==> run_1/cell_classes.png <==
The bar under the picture is 50 µm long.
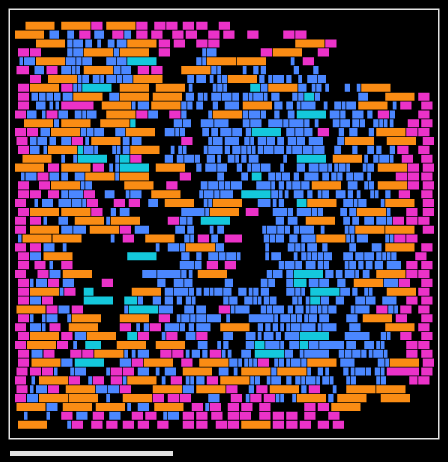
==> run_1/clock_map.png <==
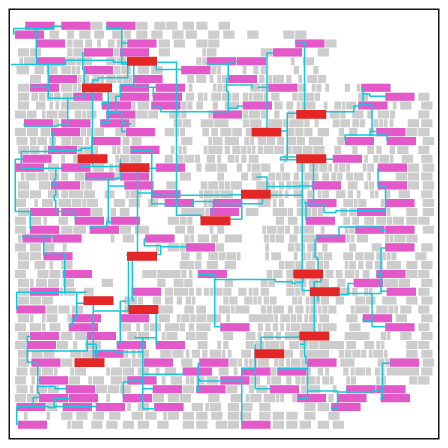
==> run_1/final_congestion.png <==
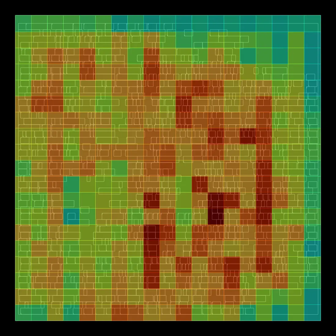
==> config.mk <==
export PLATFORM = sky130hd
export DESIGN_NAME = instruction_fetch
export DESIGN_NICKNAME = d
export VERILOG_FILES = /design/src/rtl/instruction_fetch.sv
export SDC_FILE = /design/constraint.sdc
export NUM_CORES = 1
export LEC_CHECK = 0
export ABC_CLOCK_PERIOD_IN_PS = 3590
export CAP_MARGIN = 20
export CORE_UTILIZATION = 48
export CTS_CLUSTER_SIZE = 20
export DETAILED_ROUTE_END_ITERATION = 16
export GPL_ROUTABILITY_DRIVEN = 0
export GPL_TIMING_DRIVEN = 0
export PLACE_DENSITY = 0.81
export REMOVE_ABC_BUFFERS = 1
export SYNTH_ARGS = -nofsm -noshare
export SYNTH_HDL_FRONTEND = slang
export SYNTH_SLANG_ARGS = --single-unit
==> constraint.sdc <==
create_clock -name clk -period 3.59 [get_ports clk]
set_clock_uncertainty 0.05 [all_clocks]
set_input_delay 0.718 -clock clk [delete_from_list [all_inputs] [get_ports clk]]
set_output_delay 0.718 -clock clk [all_outputs]
set_load 0.05 [all_outputs]
==> results.cfg, run 1 <==
; yosys + openroad results
[floorplan]
die_x_um = 131
row_count = 46
die_area_um2 = 17200
coreArea_um2 = 16100
n_tap_cell = 216
floorplan.core_util = 0.498
io_pins = 238
die_y_um = 131

[drt]
vias_per_cell = 5.73
wl_met3_um = 2250
wl_met2_um = 11000
drc = 0
wl_met1_um = 9600
top_layer_used = met5
dr.pass1.iters = 5
ant_nets = 0
totalWireLength_um = 23400
drt_first_iter_violations = 527
num_vias = 7486

[pwr]
p_leak_nw = 4.86
ir_drop_uv = 468
power_density_nw_per_um2 = 828

[placed_design]
dp_hpwl_um = 16500
portBuffers = 237
dpl.cell_count = 1272

[sta]
final_hold_viol_count = 0
finalCritPeriodShare = 0.961
drv_slew = 0
setup_viol = 0
min_period_ps = 3450
tightest_slew_ps = 875
slew_headroom = 0.415
rsz0062_at_grt = false
max_freq_mhz = 290

[cells_and_area]
lay_top_count = clkdlybuf4s50_1
largest_class = logic gates
diodes = 1
synthToLayoutAreaGrowth_pct = 36.5
seq_area_um2 = 3230
flop-count = 129
nets = 1187
logic_area_um2 = 4380
clk_share = 0.0509
signal_buffers = 241
num-fill-cells = 1271
drive_gt1_frac = 0.0542
lay_top_cells = clkdlybuf4s50_1 (235), dfrtp_1 (129), nor2_1 (118)
buffer_area_frac = 0.224
num-nonclk-inverters = 16
comb_area_frac = 0.400
nMultiInputCombCells = 671
num-clock-buffers = 18
final_cells = 1306

[synthesis]
ys_ff = 129
flop_cell = dfrtp_1
top_area_frac = 0.402
synth_top_cell_by_area = dfrtp_1
yosysWarningCount = 0
synth_cell_types = 64
syn_inst = 886
ys_seq_frac = 0.402
syn_avg_cell_area_um2 = 9.06
ys_async_sr_fraction = 1.00
area_leaders = dfrtp_1 (40%), nor2_1 (5.6%), mux2i_1 (5.0%)
synth-edff-count = 0
syn_area_um2 = 8030
synth_stat.cells = 886
ys_area_um2 = 8030

[clock_network]
cts_root_buf = clkbuf_16
hold_buffers = 0
htree_levels = 4
cts_tree = built
clk_path_buf_depth = 2
numCtsBuffers = 17
cts_resized = 3
clk_pin_slew_ps = 70
cts_setup_buffers = 0
cts.sinks = 129

[setup_path]
arrival_ps = 3700
path_class = input port to flip-flop
cp.required_ps = 3840
startpoint_type = input port
cp_max_fo = 3
end_kind = flip-flop
reg2reg_depth = 10
r2r_setup_slack_ps = 460

[flow_run]
warnings = 25
cap_violations = 0

[min_path]
holdCritPathClass = input port to asynchronous set/reset pin

[global_route]
grt_pass1_vias = 7289
grt_max_degree = 93
antenna_found_initial = 2
grt_usage = 0.277
overflow = 0
grt_pass1_wl_um = 38100

[status]
outcome = finished, final reports clean
-- cell_classes.png (at the start) --
legend:
  flip-flops:
    color: orange
    cells: 129
    share_of_their_area: 30%
  all other logic:
    color: blue
    cells: 687
    share_of_their_area: 42%
  clock drivers and dummy loads:
    color: cyan
    cells: 32
    share_of_their_area: 5.2%
  other buffers and delay cells:
    color: magenta
    cells: 241
    share_of_their_area: 23%
final core utilization: 0.680
fraction of area in registers: 0.295

-- clock_map.png (at the start) --
legend:
  cells driving clock nets:
    color: red
    count: 17
  flip-flops:
    color: magenta
    count: 129
  clock wires:
    color: cyan
    length: 1820 µm
routed clock nets: 18
flops lie: widely spread
Clock group: 1.66 mW
clock share of power: 0.183
clk ins delay skew pair: 430 ps

-- final_congestion.png (at the start) --
global routing's busiest layer: met2
met3 usage: 0.0841
WL/cell: 17.9 µm

## run 1: cell families after synthesis
| family | share of synthesized area |
|---|---|
| buf+inv | 0.0550 |
| fa+ha+maj | 0.0508 |
| compound gates | 0.162 |
| xor+xnor | 0.0895 |
| simple gates | 0.188 |
| flops | 0.402 |
| mux | 0.0527 |
## run 1: power by group
part	internal, mW	total (mW)	switching (mW)
Clock	0.923	1.66	0.736
Sequential	1.82	2.37	0.559
Combinational	1.76	5.04	3.28
## run 1: stage by stage
step | instance area, µm² | setup slack [ps] | hold WS (ps) | total power [mW] | setup TNS, ps
after floorplan | 7650 | 527 | 372 | 5.65 | 0
after global placement | 10300 | -4720 | 413 | 7.30 | -733180
after detailed placement | 10400 | -678 | 426 | 7.38 | -18150
after CTS | 10900 | 62.5 | 135 | 9.06 | 0
after global routing | 11000 | 20.0 | 146 | 9.50 | 0
final | 11000 | 140 | 128 | 9.07 | 0
## run 1: cells in the mapped netlist, types with 5 or more instances
cell type,count
dfrtp_1,129
mux2i_1,40
nor2_1,120
nand2_1,75
ha_1,31
a31oi_1,9
a211oi_1,12
o22ai_1,9
inv_1,15
clkbuf_1,30
nor3_1,10
nand4_1,16
xnor2_1,45
a21oi_1,65
o21ai_0,39
and4_1,8
xor2_1,37
buf_1,5
and2_1,5
a21o_1,21
and3_1,19
buf_4,30
nor3b_1,6
a221oi_1,7
nand3_1,26
## run 1: critical path, cell delays in order
cell             delay (ps)
clkdlybuf4s50_1         400
ha_1                    240
fa_1                    450
a211oi_2                340
o211ai_1                160
and3_1                  220
a21oi_2                 220
o21ai_0                 200
a21boi_0                370
mux2i_1                 260
nand3_1                 100
## run 1: per-layer routing
metal / GRT usage / vias to the layer above
met5: 0 / -
met4: 0.112 / 2
met3: 0.0841 / 51
met2: 0.445 / 357
met1: 0.347 / 3566
li1: - / 3510
## Run 2: what changed since run 1
--- a/config.mk
+++ b/config.mk
@@ -12,7 +12,7 @@
 export DETAILED_ROUTE_END_ITERATION = 16
 export GPL_ROUTABILITY_DRIVEN = 0
 export GPL_TIMING_DRIVEN = 0
-export PLACE_DENSITY = 0.81
+export PLACE_DENSITY = 0.84
 export REMOVE_ABC_BUFFERS = 1
 export SYNTH_ARGS = -nofsm -noshare
 export SYNTH_HDL_FRONTEND = slang
==> run_2/final_congestion.png <==
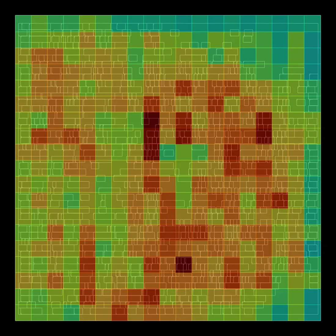
final core utilization: 0.683
global-route met2 utilization: 0.454
M1 GR Usage: 0.344

==> run_2/met4.png <==
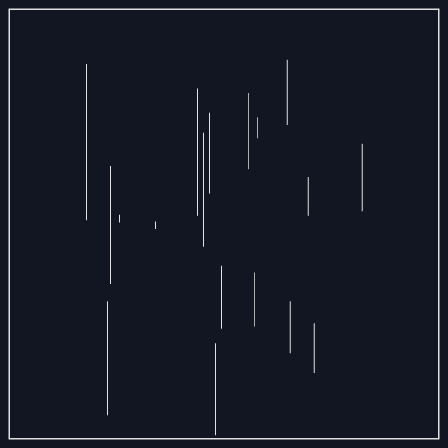
nets with wire on the layer: 14
main direction: vertical
Total Wirelength: 23800 µm
via count: 7455

==> run 2 against run 1 <==
Critical endpoint is now pc[27]$_DFFE_PN0P_; non-clock buffer count did not move; wire length is 1.7% higher; fmax fell by 1.9%; critical path type unchanged; global-route usage about the same; largest power group unchanged; synthesized cell count unchanged; count of clock-buffer cells in the layout up 2; combinational power barely moved; utilization is 0.28 points higher; final cell count about the same.
==> results.cfg, run 2 <==
; yosys + openroad results
[status]
outcome = finished, final reports clean

[setup_path]
path_class = input port to flip-flop
r2r_setup_slack_ps = 470
end_kind = flip-flop
arrival_ps = 3830
reg2reg_depth = 8
cp_max_fo = 17
startpoint_type = input port
cp.required_ps = 3900

[synthesis]
synth.most_common_cell = dfrtp_1
ys_seq_frac = 0.402
area_leaders = dfrtp_1 (40%), nor2_1 (5.6%), mux2i_1 (5.0%)
syn_inst = 886
synth_adder_area_share = 0.0508
synth_top_cell_by_area = dfrtp_1
synthAoiAreaFrac = 0.162
ys_area_um2 = 8030
synth-edff-count = 0
syn_avg_cell_area_um2 = 9.06
ys_async_sr_fraction = 1.00
ys_ff = 129
synth_cell_types = 64
synth-xor-area-share = 0.0895
yosys.area_share.simple = 0.188
top_area_frac = 0.402
syn_area_um2 = 8030
yosysWarningCount = 0
mux_area_frac = 0.0527
logic_family = simple AND/OR/NAND/NOR gates
flop_cell = dfrtp_1
ys_top_cells_by_count = dfrtp_1 (129), nor2_1 (120), nand2_1 (75)
synth_stat.cells = 886

[clock_network]
cts_tree = built
htree_levels = 4
clk_pin_slew_ps = 60
cts_root_buf = clkbuf_16
hold_buffers = 0
clk_path_buf_depth = 2
cts_setup_buffers = 0
cts.sinks = 129
clock_latency_ps = 420
numCtsBuffers = 17

[drt]
vias_per_cell = 5.71
ant_nets = 0
routedWlPerCell_um = 18.2
dr.pass1.iters = 5
drc = 0
drt_first_iter_violations = 598

[sta]
max_freq_mhz = 284
drv_slew = 0
timing.hold.ws_ps = 181
tightest_slew_ps = 1160
rsz0062_at_grt = false
slew_headroom = 0.227
finalCritPeriodShare = 0.979
min_period_ps = 3520
setup_viol = 0
final_hold_viol_count = 0

[pwr]
p_leak_nw = 4.88
ir_drop_uv = 492
power_density_nw_per_um2 = 838

[floorplan]
die_area_um2 = 17200
floorplan.core_util = 0.498
io_pins = 238
row_count = 46

[placed_design]
dpl-instance-area_um2 = 10400
dp_hpwl_um = 16800
portBuffers = 237

[cells_and_area]
logic_area_um2 = 4380
lay_top_cells = clkdlybuf4s50_1 (235), dfrtp_1 (129), nor2_1 (119)
seq_area_um2 = 3230
num-fill-cells = 1307
nets = 1187
lay_top_count = clkdlybuf4s50_1
design_area_um2 = 11000
synthToLayoutAreaGrowth_pct = 37.0
drive_gt1_frac = 0.0542
diodes = 0

[global_route]
grt_usage = 0.277
antenna_found_initial = 1
grt_max_degree = 79
grt_pass1_wl_um = 37700
grt_pass1_vias = 7144
overflow = 0

[flow_run]
warnings = 25
cap_violations = 0

[min_path]
holdCritPathClass = input port to asynchronous set/reset pin
==> run_2/pdn.png <==
Pins as bars on the die edge. Tap cells in gray.
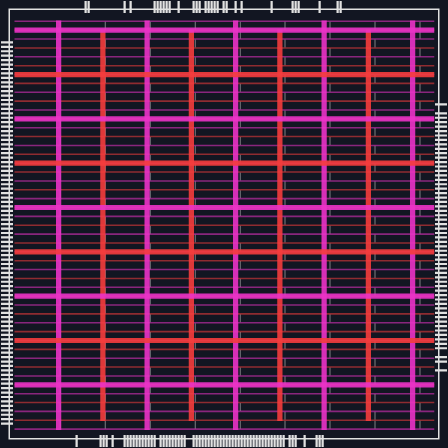
legend:
  VSS:
    color: magenta
  VDD:
    color: red
signal pins: 238
met1 rails: 47
die y size: 131 µm
core region area: 16100 µm²
die width: 131 µm

## run 2: metrics by stage
stage | setup TNS, ps | setup slack (ps) | power (mW) | cells | util
floorplan | 0 | 527 | 5.65 | 816 | -
finish | 0 | 74.0 | 9.22 | 1305 | 0.683
global placement | -734750 | -4640 | 7.30 | 1269 | 0.638
CTS | 0 | 76.8 | 9.22 | 1305 | 0.682
detailed placement | -14270 | -542 | 7.38 | 1273 | 0.644
global route | 0 | 30.3 | 9.64 | 1305 | 0.683
## run 2: power breakdown
part | total [mW] | internal [mW] | switching (mW) | leakage, nW
Combinational | 5.04 | 1.76 | 3.28 | 2.91
Sequential | 2.37 | 1.82 | 0.555 | 1.67
Clock | 1.80 | 1.10 | 0.708 | 0.300
Total | 9.22 | 4.67 | 4.55 | 4.88
## run 2: repair_timing
| action | CTS | global route |
|---|---|---|
| hold endpoints to repair | 0 | 0 |
| endpoints found under the setup margin | 12 | 9 |
| pin swaps | 0 | 1 |
| gates resized | 2 | 1 |
## run 2: cell type report
cell class                 count  area share
sequential                   129       0.293
inverter                      16     0.00546
tap                          216      0.0246
clock buffer                  20      0.0424
clock inverter                12      0.0132
timing repair buffer         241       0.223
multi-input combinational    671       0.398
## run 2: metal layers
layer,track usage,wire length (µm),up-vias,part of all wire
met1,0.344,9910,3546,0.42
met2,0.454,11100,358,0.47
met4,0.0866,394,2,0.017
li1,-,-,3512,-
met3,0.0922,2310,37,0.097
met5,0,11,-,0.00046
## run 2: worst max-delay path, cell delays in order
cell	delay, ps
clkdlybuf4s50_1	930
ha_1	430
and2_1	240
and3_1	190
a22oi_1	250
nand4_1	240
a31oi_1	290
mux2i_1	100
o21ai_0	230
o221a_2	220
Power figures rest on the tool's default switching activity, not on a simulated workload.
